Figure 1. M1 wires.
Scale bar: 50 um. Cells faint in the background.
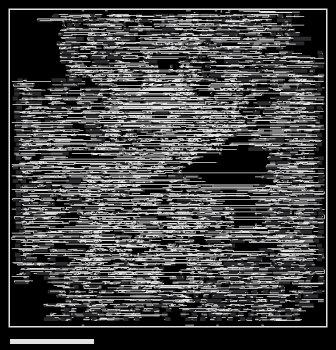
Figure 2. The metal 2 layer.
Cells faint in the background.
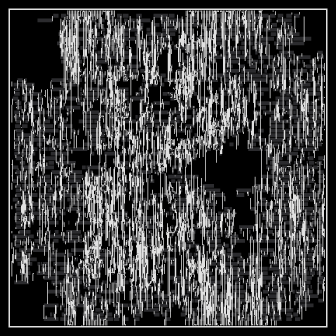
Figure 3. Signal wires on met3.
Scale bar: 50 um. Cells faint in the background.
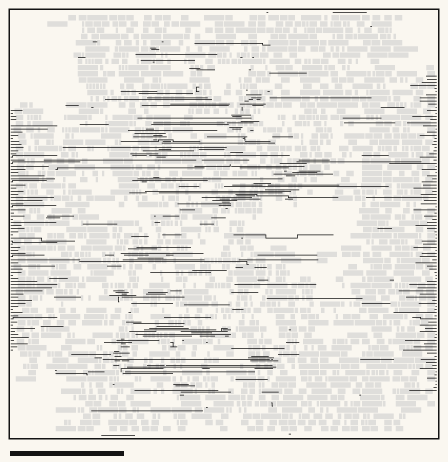
Figure 4. Placed standard cells.
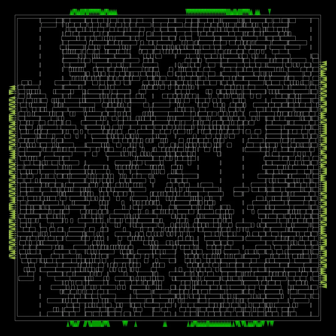
--- src/rtl/gost_gamma_ctrl_pkg.sv ---
// Shared constants, state encoding and word-order helpers for the
// GOST 28147-89 gamma-mode sequencer.
package gost_gamma_ctrl_pkg;

  localparam logic [31:0] C1 = 32'h0101_0104;
  localparam logic [31:0] C2 = 32'h0101_0101;

  typedef enum logic [2:0] {
    ST_IDLE  = 3'd0,
    ST_IV_LD = 3'd1,
    ST_IV_WT = 3'd2,
    ST_CT_LD = 3'd3,
    ST_CT_WT = 3'd4,
    ST_XOR   = 3'd5,
    ST_LAST  = 3'd6,
    ST_ERR   = 3'd7
  } state_t;

  function automatic logic [31:0] word_hi(input logic [63:0] blk);
    return blk[63:32];
  endfunction

  function automatic logic [31:0] word_lo(input logic [63:0] blk);
    return blk[31:0];
  endfunction

endpackage

--- src/rtl/gost_add_mod32m1.sv ---
// Combinational 32-bit adder with end-around carry (addition mod 2^32-1);
// 0xFFFFFFFF is left as-is rather than folded to zero.
module gost_add_mod32m1 (
  input  logic [31:0] a,
  input  logic [31:0] b,
  output logic [31:0] sum
);

  logic [32:0] s;

  // Plain 33-bit add, then feed the carry back into bit 0.
  always_comb begin
    s   = {1'b0, a} + {1'b0, b};
    sum = s[31:0] + {31'd0, s[32]};
  end

endmodule

--- src/rtl/gost_gamma_ctrl.sv ---
// Gamma (counter) mode sequencer for one GOST 28147-89 block core:
// encrypts the IV once, steps N3/N4 per block and XORs gamma into the stream.
module gost_gamma_ctrl
  import gost_gamma_ctrl_pkg::*;
#(
  parameter int TIMEOUT = 64
) (
  input  logic        clk,
  input  logic        rst,
  input  logic        start,
  input  logic [63:0] iv,
  input  logic        abort,
  input  logic        in_valid,
  output logic        in_ready,
  input  logic [63:0] in_data,
  input  logic        in_last,
  output logic        out_valid,
  input  logic        out_ready,
  output logic [63:0] out_data,
  output logic        out_last,
  output logic        core_mode,
  output logic        core_load,
  output logic [63:0] core_pdata,
  input  logic        core_done,
  input  logic [63:0] core_cdata,
  output logic        busy,
  output logic        err,
  output logic        msg_done
);

  localparam int TCW = $clog2(TIMEOUT + 1);

  state_t         state;
  state_t         state_nx;
  logic [31:0]    cnt_a;
  logic [31:0]    cnt_b;
  logic [31:0]    a_nx;
  logic [31:0]    b_nx;
  logic [31:0]    add_x;
  logic [31:0]    add_sum;
  logic [63:0]    gamma;
  logic           g_valid;
  logic [TCW-1:0] tcnt;
  logic           tmo;
  logic           in_hs;

  assign core_mode = 1'b0;
  // Gating with abort keeps a beat from being accepted in the cycle it is discarded.
  assign in_ready  = g_valid & (~out_valid | out_ready) & ~abort;
  assign in_hs     = in_valid & in_ready;
  // The load cycle counts toward the limit, so the wait phase gets TIMEOUT-1 cycles.
  assign tmo       = (tcnt == TCW'(TIMEOUT - 2));
  assign add_x     = (state == ST_IV_WT) ? word_hi(core_cdata) : cnt_b;

  gost_add_mod32m1 u_add (
    .a   (add_x),
    .b   (C1),
    .sum (add_sum)
  );

  // Next state and next counter values.
  always_comb begin
    state_nx = state;
    a_nx     = cnt_a;
    b_nx     = cnt_b;
    if (abort) begin
      state_nx = ST_IDLE;
    end else begin
      case (state)
        ST_IDLE:  if (start) state_nx = ST_IV_LD; else state_nx = ST_IDLE;
        ST_IV_LD: state_nx = ST_IV_WT;
        ST_IV_WT: begin
          if (core_done) begin
            state_nx = ST_CT_LD;
            a_nx     = word_lo(core_cdata) + C2;
            b_nx     = add_sum;
          end else if (tmo) begin
            state_nx = ST_ERR;
          end else begin
            state_nx = ST_IV_WT;
          end
        end
        ST_CT_LD: state_nx = ST_CT_WT;
        ST_CT_WT: begin
          if (core_done)  state_nx = ST_XOR;
          else if (tmo)   state_nx = ST_ERR;
          else            state_nx = ST_CT_WT;
        end
        ST_XOR: begin
          if (in_hs && in_last) begin
            state_nx = ST_LAST;
          end else if (in_hs) begin
            state_nx = ST_CT_LD;
            a_nx     = cnt_a + C2;
            b_nx     = add_sum;
          end else begin
            state_nx = ST_XOR;
          end
        end
        ST_LAST:  state_nx = ST_IDLE;
        ST_ERR:   state_nx = ST_ERR;
        default:  state_nx = ST_IDLE;
      endcase
    end
  end

  // State register.
  always_ff @(posedge clk or negedge rst) begin
    if (!rst) state <= ST_IDLE;
    else      state <= state_nx;
  end

  // Counters, gamma, output beat and registered status outputs.
  always_ff @(posedge clk or negedge rst) begin
    if (!rst) begin
      cnt_a      <= 32'd0;
      cnt_b      <= 32'd0;
      gamma      <= 64'd0;
      g_valid    <= 1'b0;
      tcnt       <= {TCW{1'b0}};
      core_load  <= 1'b0;
      core_pdata <= 64'd0;
      out_valid  <= 1'b0;
      out_data   <= 64'd0;
      out_last   <= 1'b0;
      busy       <= 1'b0;
      err        <= 1'b0;
      msg_done   <= 1'b0;
    end else begin
      cnt_a     <= a_nx;
      cnt_b     <= b_nx;
      tcnt      <= (state == ST_IV_WT || state == ST_CT_WT) ? tcnt + TCW'(1) : {TCW{1'b0}};
      core_load <= (state_nx == ST_IV_LD) || (state_nx == ST_CT_LD);
      busy      <= (state_nx != ST_IDLE) && (state_nx != ST_ERR);
      err       <= (state_nx == ST_ERR);
      msg_done  <= (state_nx == ST_LAST);
      if (state_nx == ST_IV_LD)      core_pdata <= iv;
      else if (state_nx == ST_CT_LD) core_pdata <= {b_nx, a_nx};
      if (state_nx == ST_XOR && state == ST_CT_WT) gamma <= core_cdata;
      if (abort)                                   g_valid <= 1'b0;
      else if (state == ST_CT_WT && core_done)     g_valid <= 1'b1;
      else if (in_hs)                              g_valid <= 1'b0;
      if (in_hs) begin
        out_data  <= in_data ^ gamma;
        out_last  <= in_last;
        out_valid <= 1'b1;
      end else if (abort || out_ready) begin
        out_valid <= 1'b0;
      end
    end
  end

endmodule
--- config.mk ---
export PLATFORM = sky130hd
export DESIGN_NAME = gost_gamma_ctrl
export DESIGN_NICKNAME = d
export VERILOG_FILES = /design/src/rtl/gost_gamma_ctrl_pkg.sv /design/src/rtl/gost_add_mod32m1.sv /design/src/rtl/gost_gamma_ctrl.sv
export SDC_FILE = /design/constraint.sdc
export NUM_CORES = 1
export LEC_CHECK = 0
export CAP_MARGIN = 20
export CORE_UTILIZATION = 45
export CTS_CLUSTER_SIZE = 20
export DETAILED_ROUTE_END_ITERATION = 7
export HOLD_SLACK_MARGIN = 0.02
export PLACE_DENSITY = 0.72
export SYNTH_ARGS = -nofsm -noshare
export SYNTH_HDL_FRONTEND = slang
export SYNTH_SLANG_ARGS = --single-unit
--- constraint.sdc ---
create_clock -name clk -period 6 [get_ports clk]
set_clock_uncertainty 0.1 [all_clocks]
set_input_delay 1.2 -clock clk [delete_from_list [all_inputs] [get_ports clk]]
set_output_delay 1.2 -clock clk [all_outputs]
set_load 0.01 [all_outputs]
==> results.ini <==
[sta]
slew_violations=0
finalWorstSetupSlack_ns=0.947
whs_ns=0.375
fin_crit_ns=5.05
setup_violations=0
finalHoldViolCount=0
rsz0062_at_grt=no
tightest_slew_ns=1.00

[clock_network]
cts_root_buf=clkbuf_16
cts_resized=0
clock_latency_ns=0.57
clockBufferDepth=3
postCtsSetupRepairBufs=0
clkTransAtPathRegs_ns=0.06
clock_sinks=273
numCtsBuffers=31
cts_tree=done
hold_buffers=0

[synth]
yosysSeqAreaShare_pct=44.4
synth_cell_types=93
top_cell=dfrtp_1
edf_count=0
xor_share_pct=7.73
ys_top_cells_by_count=273 x dfrtp_1, 267 x nand2_1, 176 x o21ai_0
synth.top_cell.area_share_pct=44.4
ys_cells=1648
adder_share_pct=0.650
area_leaders=dfrtp_1 44%, nand2_1 6.5%, xnor2_1 6.0%
synthMuxAreaShare_pct=9.05
synth_nets=1856
synthCells=1648
top_area_cell=dfrtp_1
yosys_area_um2=15400
synthArstFlopShare_pct=100
compound_area_share_pct=17.3
syn-cell-area_um2=15400
flop_cell=dfrtp_1
ys_sh_simple_pct=17.7
synth-seq-cells=273
ys_top_logic_family=simple AND/OR/NAND/NOR gates
ys_warn_count=0

[finish]
reg_top3=core_pdata: 64 flops, gamma: 64 flops, out_data: 64 flops
final_util_pct=60.4
mostFrequentLayoutCell=clkdlybuf4s50_1
inv_count=15
final_cell_mix=333 x clkdlybuf4s50_1, 273 x dfrtp_1, 263 x nand2_1
final-clk-cell-share_pct=5.57
num_antenna_cells=1
seq_area_um2=6830
syn_to_final_growth_pct=31.8
final_nets=2158
drive_gt1_share_pct=10.0
buffers=365
largest_class=combinational gates
logic_gate_count=1264

[detailed_routing]
detail_route.wl_per_cell_um=20.4
routed.top_layer=met4
met3WireLength_um=4620
vias_per_cell=5.71
ant_nets=0

[die]
dieArea_um2=35000
tap_cells=448
fp.dieW_um=187
die_y_um=187
coreArea_um2=33600
pin_count=336

[power]
p_leak_uw=0.00847
intPower_uw=5490
power_density_nw_per_um2=440
swShare_pct=38.5
power.group.top=combinational cells
pwr.group.clock_uw=2080
p_comb_share_pct=42.1
p_sw_uw=3430
pwr-share-seq_pct=34.6
clock_power_share_pct=23.3
seq-power_uw=3080
p_comb_uw=3760
power_uw=8930

[worst_setup_path]
reg2reg_from=state[1]
path_class=primary input to flip-flop
crit_arrival_ns=5.37
path_cells=clkdlybuf4s50_1, nand3_1, or3_4, a21o_1, nor3_1, o21a_1, ha_1, ha_1, and2_1, nand2_1, nor4b_4, nand4_4, a2111oi_4, a31oi_1, a21oi_1, a21oi_1
rr_worst_depth=17
crit_slowest_cell=clkdlybuf4s50_1
required_ns=6.31
regToRegEndpoint=cnt_b[20]
reg2reg_slack_ns=0.98
cp_top_family=simple AND/OR/NAND/NOR gates
critical_path.max_stage_delay_ns=0.63
worstPathMaxFanout=6

[place]
post-dp-hpwl_um=36300
finalWeightedCongestion=0.959
placedCellCount=2365
io_buffers=334
dp_worst_setup_slack_ns=0.397
dpl_cell_area_um2=19200

[min_path]
holdPathStages=2
hold_class=flip-flop to flip-flop
min_from=core_pdata[13]
holdPathEnd=core_pdata[13]

[outcome]
status=finished clean

[global_route]
first_global_vias=13200
track_usage_pct=28.0
grt_overflow=0

[run]
drv_cap=0

## Picture notes: Figure 1
share of all routed wire: 48%
longest straight run: 65.3 um
main direction: horizontal
wire length on this layer: 23.9 mm
total wire length: 49500 um
total number of vias: 13800
met1 GRT Util: 44.3%

## Picture notes: Figure 2
nets with wire on the layer: 1785
longest straight run: 54.4 um
main direction: vertical
met2 GRT Util: 38.5%

## Picture notes: Figure 3
nets with wire on the layer: 331
wire length on this layer: 4620 um
Global Route met3 Usage: 5.78%

## Picture notes: Figure 4
Seq cells: 273
Non-Filler Instances: 2423
site row count: 67

Power and IR drop assume default switching activity.
